**src/rtl/bus_xfer_ctrl.sv**
```systemverilog
// Muxes the arbiter-granted master onto one slave bus; request-to-s_stb and s_ack-to-m_ack are one clock each.
// Backpressure: s_stb is held until s_ack, a TO_CYCLES timeout (m_err) or loss of comcyc; DONE blocks re-sampling of a held m_stb.
module bus_xfer_ctrl #(
  parameter int unsigned AW        = 8,
  parameter int unsigned DW        = 8,
  parameter int unsigned TO_CYCLES = 16
) (
  input  logic            clk_i,
  input  logic            rst_ni,
  input  logic            comcyc_i,
  input  logic [1:0]      gnt_i,
  input  logic [3:0]      m_stb_i,
  input  logic [3:0]      m_we_i,
  input  logic [4*AW-1:0] m_adr_i,
  input  logic [4*DW-1:0] m_dat_w_i,
  output logic [3:0]      m_ack_o,
  output logic [3:0]      m_err_o,
  output logic [DW-1:0]   m_dat_r_o,
  output logic            s_cyc_o,
  output logic            s_stb_o,
  output logic            s_we_o,
  output logic [AW-1:0]   s_adr_o,
  output logic [DW-1:0]   s_dat_w_o,
  input  logic [DW-1:0]   s_dat_r_i,
  input  logic            s_ack_i,
  output logic            timeout_o
);

  localparam int unsigned CW = $clog2(TO_CYCLES);

  typedef enum logic [1:0] {IDLE, OWNED, XFER, DONE} state_e;

  state_e          state_q, state_d;
  logic [1:0]      owner_q, owner_d;
  logic [CW-1:0]   cnt_q, cnt_d;
  logic [3:0]      m_ack_q, m_ack_d;
  logic [3:0]      m_err_q, m_err_d;
  logic [DW-1:0]   m_dat_r_q, m_dat_r_d;
  logic            s_cyc_q, s_cyc_d;
  logic            s_stb_q, s_stb_d;
  logic            s_we_q, s_we_d;
  logic [AW-1:0]   s_adr_q, s_adr_d;
  logic [DW-1:0]   s_dat_w_q, s_dat_w_d;
  logic            timeout_q, timeout_d;

  logic            owner_stb;
  logic [3:0]      owner_oh;
  logic            ack_hit;
  logic            expired;

  assign owner_stb = m_stb_i[owner_q];
  assign owner_oh  = 4'b0001 << owner_q;
  assign ack_hit   = comcyc_i && s_ack_i;
  // An ack on the final strobe cycle takes precedence over the timeout.
  assign expired   = comcyc_i && !s_ack_i && (cnt_q == CW'(TO_CYCLES - 1));

  always_ff @(posedge clk_i or negedge rst_ni) begin
    if (!rst_ni) begin
      state_q   <= IDLE;
      owner_q   <= '0;
      cnt_q     <= '0;
      m_ack_q   <= '0;
      m_err_q   <= '0;
      m_dat_r_q <= '0;
      s_cyc_q   <= 1'b0;
      s_stb_q   <= 1'b0;
      s_we_q    <= 1'b0;
      s_adr_q   <= '0;
      s_dat_w_q <= '0;
      timeout_q <= 1'b0;
    end else begin
      state_q   <= state_d;
      owner_q   <= owner_d;
      cnt_q     <= cnt_d;
      m_ack_q   <= m_ack_d;
      m_err_q   <= m_err_d;
      m_dat_r_q <= m_dat_r_d;
      s_cyc_q   <= s_cyc_d;
      s_stb_q   <= s_stb_d;
      s_we_q    <= s_we_d;
      s_adr_q   <= s_adr_d;
      s_dat_w_q <= s_dat_w_d;
      timeout_q <= timeout_d;
    end
  end

  always_comb begin : next_state
    state_d = state_q;
    owner_d = owner_q;
    cnt_d   = cnt_q;
    unique case (state_q)
      IDLE: begin
        if (comcyc_i) begin
          state_d = OWNED;
          owner_d = gnt_i;
        end
      end
      OWNED: begin
        if (!comcyc_i) begin
          state_d = IDLE;
        end else if (owner_stb) begin
          state_d = XFER;
          cnt_d   = '0;
        end
      end
      XFER: begin
        if (!comcyc_i) begin
          state_d = IDLE;
        end else if (ack_hit || expired) begin
          state_d = DONE;
        end else begin
          cnt_d = cnt_q + CW'(1);
        end
      end
      DONE: state_d = comcyc_i ? OWNED : IDLE;
      default: state_d = IDLE;
    endcase
  end

  always_comb begin : outputs
    m_ack_d   = '0;
    m_err_d   = '0;
    timeout_d = 1'b0;
    m_dat_r_d = m_dat_r_q;
    s_cyc_d   = (state_d != IDLE);
    s_stb_d   = (state_d == XFER);
    s_we_d    = s_we_q;
    s_adr_d   = s_adr_q;
    s_dat_w_d = s_dat_w_q;
    if (state_q == OWNED && state_d == XFER) begin
      s_we_d    = m_we_i[owner_q];
      s_adr_d   = m_adr_i[owner_q*AW +: AW];
      s_dat_w_d = m_dat_w_i[owner_q*DW +: DW];
    end
    if (state_q == XFER && state_d == DONE) begin
      if (ack_hit) begin
        m_ack_d = owner_oh;
        if (!s_we_q) m_dat_r_d = s_dat_r_i;
      end else begin
        m_err_d   = owner_oh;
        timeout_d = 1'b1;
      end
    end
  end

  assign m_ack_o   = m_ack_q;
  assign m_err_o   = m_err_q;
  assign m_dat_r_o = m_dat_r_q;
  assign s_cyc_o   = s_cyc_q;
  assign s_stb_o   = s_stb_q;
  assign s_we_o    = s_we_q;
  assign s_adr_o   = s_adr_q;
  assign s_dat_w_o = s_dat_w_q;
  assign timeout_o = timeout_q;

endmodule

```
**config.mk**
```make
export PLATFORM = sky130hd
export DESIGN_NAME = bus_xfer_ctrl
export DESIGN_NICKNAME = d
export VERILOG_FILES = /design/src/rtl/bus_xfer_ctrl.sv
export SDC_FILE = /design/constraint.sdc
export NUM_CORES = 1
export LEC_CHECK = 0
export ABC_CLOCK_PERIOD_IN_PS = 2100
export CAP_MARGIN = 30
export CORE_ASPECT_RATIO = 1.75
export CORE_MARGIN = 2
export CORE_UTILIZATION = 39
export DETAILED_ROUTE_END_ITERATION = 12
export GPL_ROUTABILITY_DRIVEN = 0
export PLACE_DENSITY = 0.81
export SLEW_MARGIN = 0
export SYNTH_ARGS = -nofsm -noshare
export SYNTH_HDL_FRONTEND = slang
export SYNTH_SLANG_ARGS = --single-unit
export TNS_END_PERCENT = 50
```
**constraint.sdc**
```tcl
create_clock -name clk_i -period 2.1 [get_ports clk_i]
set_clock_uncertainty 0.1 [all_clocks]
set_input_delay 0.42 -clock clk_i [delete_from_list [all_inputs] [get_ports clk_i]]
set_output_delay 0.42 -clock clk_i [all_outputs]
set_load 0.02 [all_outputs]
```
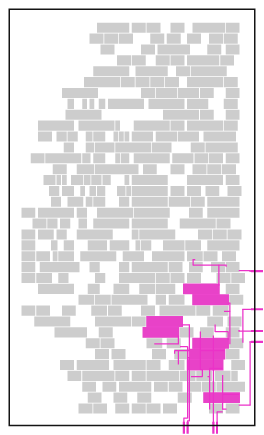
Figure 1: run 1, wires at chosen ports, followed through buffers.
(4 px per um)
legend:
  magenta:
    port: m_dat_r_o
    bits: 8
    direction: output
    edge: 4 bottom, 4 right
    end_cells: 8
    wire: 208 um
PortBufs: 121
io pins: 122

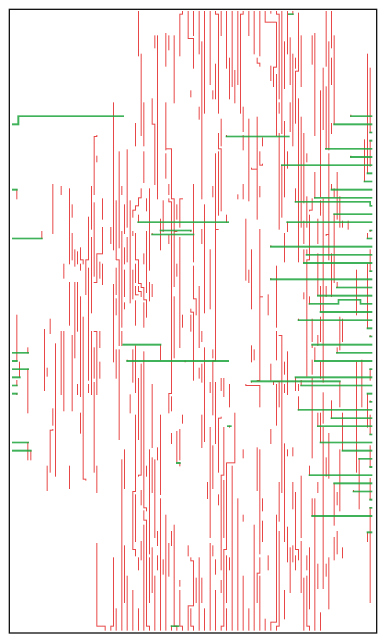
Figure 2: run 1, signal wires by layer.
(6 px per um) Two of the layers only.
legend:
  red:
    layer: metal 2
    wire_length: 3,190 um
  green:
    layer: metal 3
    wire_length: 434 um
wire length per cell: 16.3 um
final WL: 5770 um

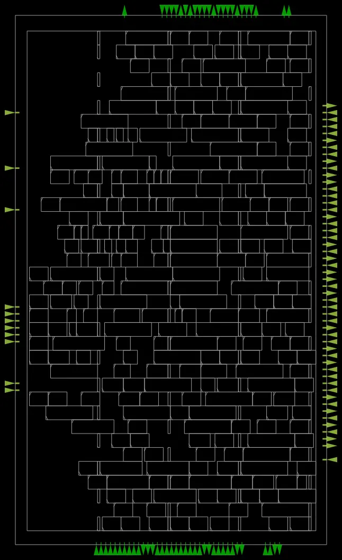
Figure 3: run 1, placed standard cells.
core area: 5540 um^2
number of well taps: 76
fillers: 414

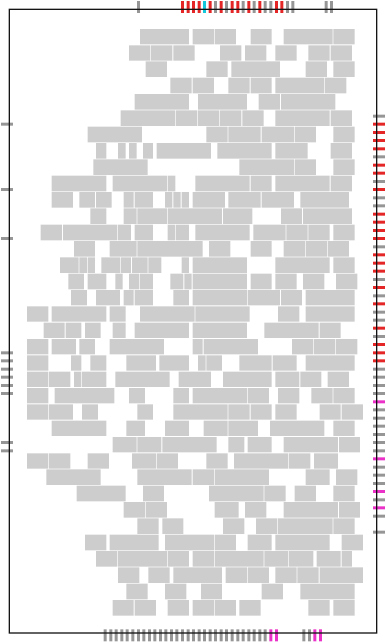
Figure 4: run 1, pin map.
(6 px per um) Pins as bars across the die edge, other pins in grey.
legend:
  cyan:
    port: timeout_o
    pins: 1
    direction: output
    edge: top
  magenta:
    port: m_dat_r_o
    pins: 8
    direction: output
    edge: 4 bottom, 4 right
  red:
    port: m_adr_i
    pins: 32
    direction: input
    edge: 20 right, 12 top
Die W: 61.0 um
Die Y: 104 um

==> impl_metrics.tcl, run 1 <==
# place-and-route summary
set metrics [dict create \
    status "completed" \
    cp.arrival_ns 1.98 \
    syn_area_um2 2220 \
    busiest_layer "met2" \
    nets 364 \
    drive_gt1_frac 0.205 \
    ant_nets 0 \
    crit_family "simple AND/OR/NAND/NOR gates" \
    seqPwrFrac 0.318 \
    place_area_um2 3560 \
    p_per_area_nw_per_um2 1110 \
    maxSlewHeadroom 0.769 \
    path_clk_slew_ns 0.09 \
    maxSlewViolCount 0 \
    p_leak_nw 1.54 \
    row_count 36 \
    wl_met1_um 2030 \
    min_delay_worst_endpoint "m_dat_r_o[4]" \
    grt.total_usage 0.191 \
    endpoint_kind "flop" \
    utilization 0.664 \
    power.group.top "combinational cells" \
    grt_pass1_wl_um 9090 \
    synth-xor-area-share 0 \
    pg_comb_mw 2.14 \
    path_depth 4 \
    place_hpwl_um 4590 \
    clockPowerShare 0.160 \
    pg_clk_mw 0.656 \
    p_sw_mw 1.39 \
    syn_to_final_growth_pct 66.1 \
    num_vias 1753 \
    finalSetupViolations 0 \
    yosys.area_share.simple 0.0870 \
    clkCellAreaFrac 0.0313 \
    stdcell_area_um2 3680 \
    worstRegToRegCells 4 \
    crit_start "state_q[0]" \
    clock-sinks 44 \
    cp_max_fo 17 \
    drtIter0Drc 56 \
    finalCritPeriodShare 0.905 \
    holdPathStages 1 \
    use_met1 0.212 \
    logic_area_um2 1050 \
    ys_ff 44 \
    worstPathRequired_ns 2.17 \
]
## run 1: per-stage QoR
stage / worst slack [ns] / hold slack (ns) / setup TNS [ns]
6_report: 0.199 / 0.394 / 0
5_1_grt: 0.0832 / 0.411 / 0
4_1_cts: 0.179 / 0.400 / 0
3_5_place_dp: -0.101 / 0.311 / -1.32
3_3_place_gp: -0.0315 / 0.314 / -0.383
2_1_floorplan: 0.201 / 0.0244 / 0
## run 1: kinds of logic (layout without fill, tap and decap cells)
family / after synthesis / count (layout)
mux: 47 / 47
flops: 44 / 44
simple gates: 33 / 33
fa+ha+maj: 1 / 1
buf+inv: 12 / 143
compound gates: 10 / 10
==> run 2: changes to the inputs <==
- ABC_CLOCK_PERIOD_IN_PS: 2100 -> default
- RECOVER_POWER: default -> 50
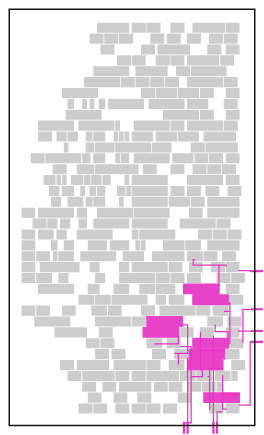
Figure 5: run 2, wires at chosen ports, followed through buffers.
(4 px per um)
legend:
  magenta:
    port: m_dat_r_o
    bits: 8
    direction: output
    edge: 4 bottom, 4 right
    end_cells: 8
    wire: 207 um

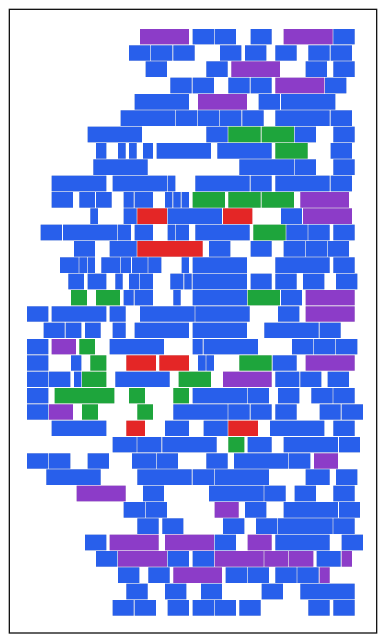
Figure 6: run 2, sizing map.
(6 px per um)
legend:
  blue:
    size: _0 and _1 cells
    cells: 224
  purple:
    size: _2 cells
    cells: 26
  red:
    size: _6 and larger
    cells: 7
  green:
    size: _3 and _4 cells
    cells: 21
bufs w/o clock: 133
Area Overhead vs Synth: 64.9%

==> run 2 against run 1 <==
  * Cell count is the same
  * Total power shrank 0.17%
  * Core utilization down 0.47 points
  * Die area stayed put
  * Non-clock buffer count is the same
==> impl_metrics.tcl, run 2 <==
# place-and-route summary
set metrics [dict create \
    maxSlewHeadroom 0.297 \
    cts_tree "yes" \
    period_needed_ns 1.99 \
    row_count 36 \
    r2r_setup_slack_ns 0.20 \
    yosys-stat-cells 147 \
    cp_max_fo 8 \
    endpoint_kind "flop" \
    status "completed" \
    fp_util 0.400 \
    holdWs_ns 0.394 \
    flops 44 \
    synthesis.nets 234 \
    muxShareOfSynthArea 0.340 \
    cp-start-kind "input port" \
    top_area_frac 0.497 \
    worstRegToRegCells 4 \
    die.size.y_um 104 \
    ys_warn_count 0 \
    place_hpwl_um 4590 \
    critPathKind "in2reg" \
    nets 364 \
    ant_nets 0 \
    busiest_layer "met2" \
    drc 0 \
    worstPathRequired_ns 2.18 \
    yosys.area_share.simple 0.0870 \
    synth-xor-area-share 0 \
    wl_met1_um 2060 \
    port_buffers 121 \
    critPathSlowestCell "dlygate4sd3_1" \
    clock-sinks 44 \
    setup_ws_ns 0.108 \
    clkCellAreaFrac 0.0315 \
    use_met1 0.212 \
    stdcell_area_um2 3650 \
    holdPathStages 1 \
    pre_cts_ws_ns -0.101 \
    finalNonFillerCells 354 \
    cp.arrival_ns 2.07 \
    n_fill_cell 420 \
    die_w_um 61.0 \
    path_depth 5 \
    min_delay_worst_endpoint "m_dat_r_o[4]" \
    ys_ff 44 \
    critPathMaxStageDelay_ns 0.58 \
    crit_family "buffers and inverters" \
    place_area_um2 3560 \
    finalCritPeriodShare 0.949 \
    p_leak_nw 1.52 \
    p_per_area_nw_per_um2 1120 \
    drive_gt1_frac 0.194 \
    fin_tns_setup_ns 0 \
    path_clk_slew_ns 0.08 \
    wl_per_cell_um 16.3 \
    drtIter0Drc 42 \
    grt.total_usage 0.191 \
    syn_area_um2 2220 \
    utilization 0.660 \
    grt_pass1_wl_um 9090 \
    logic_area_um2 1050 \
    inverters 2 \
    finalSetupViolations 0 \
    fp.coreArea_um2 5540 \
    crit_start "s_ack_i" \
    ios 122 \
    taps 76 \
    viasPerCell 4.95 \
    num_vias 1754 \
]
[run 2: cell count changes in the layout (fill, tap and decap cells not counted)]
cell             before  now
buf_12                1    0
clkdlybuf4s50_1     120  118
buf_4                10    7
clkbuf_1              0    3
dlygate4sd3_1         1    3
clkbuf_2              0    1
[run 2: report_power, final]
group | internal, mW | switching, mW | leakage, nW | total (mW)
Sequential | 1.12 | 0.185 | 0.559 | 1.30
Clock | 0.358 | 0.298 | 0.0548 | 0.656
Combinational | 1.23 | 0.904 | 0.910 | 2.13
Total | 2.70 | 1.39 | 1.52 | 4.09
[run 2: what timing repair did]
action	in CTS	in global routing
hold buffers	1	0
endpoints found under the setup margin	0	0
endpoints found under the hold margin	41	0
Power is estimated from default activity; no workload was simulated.
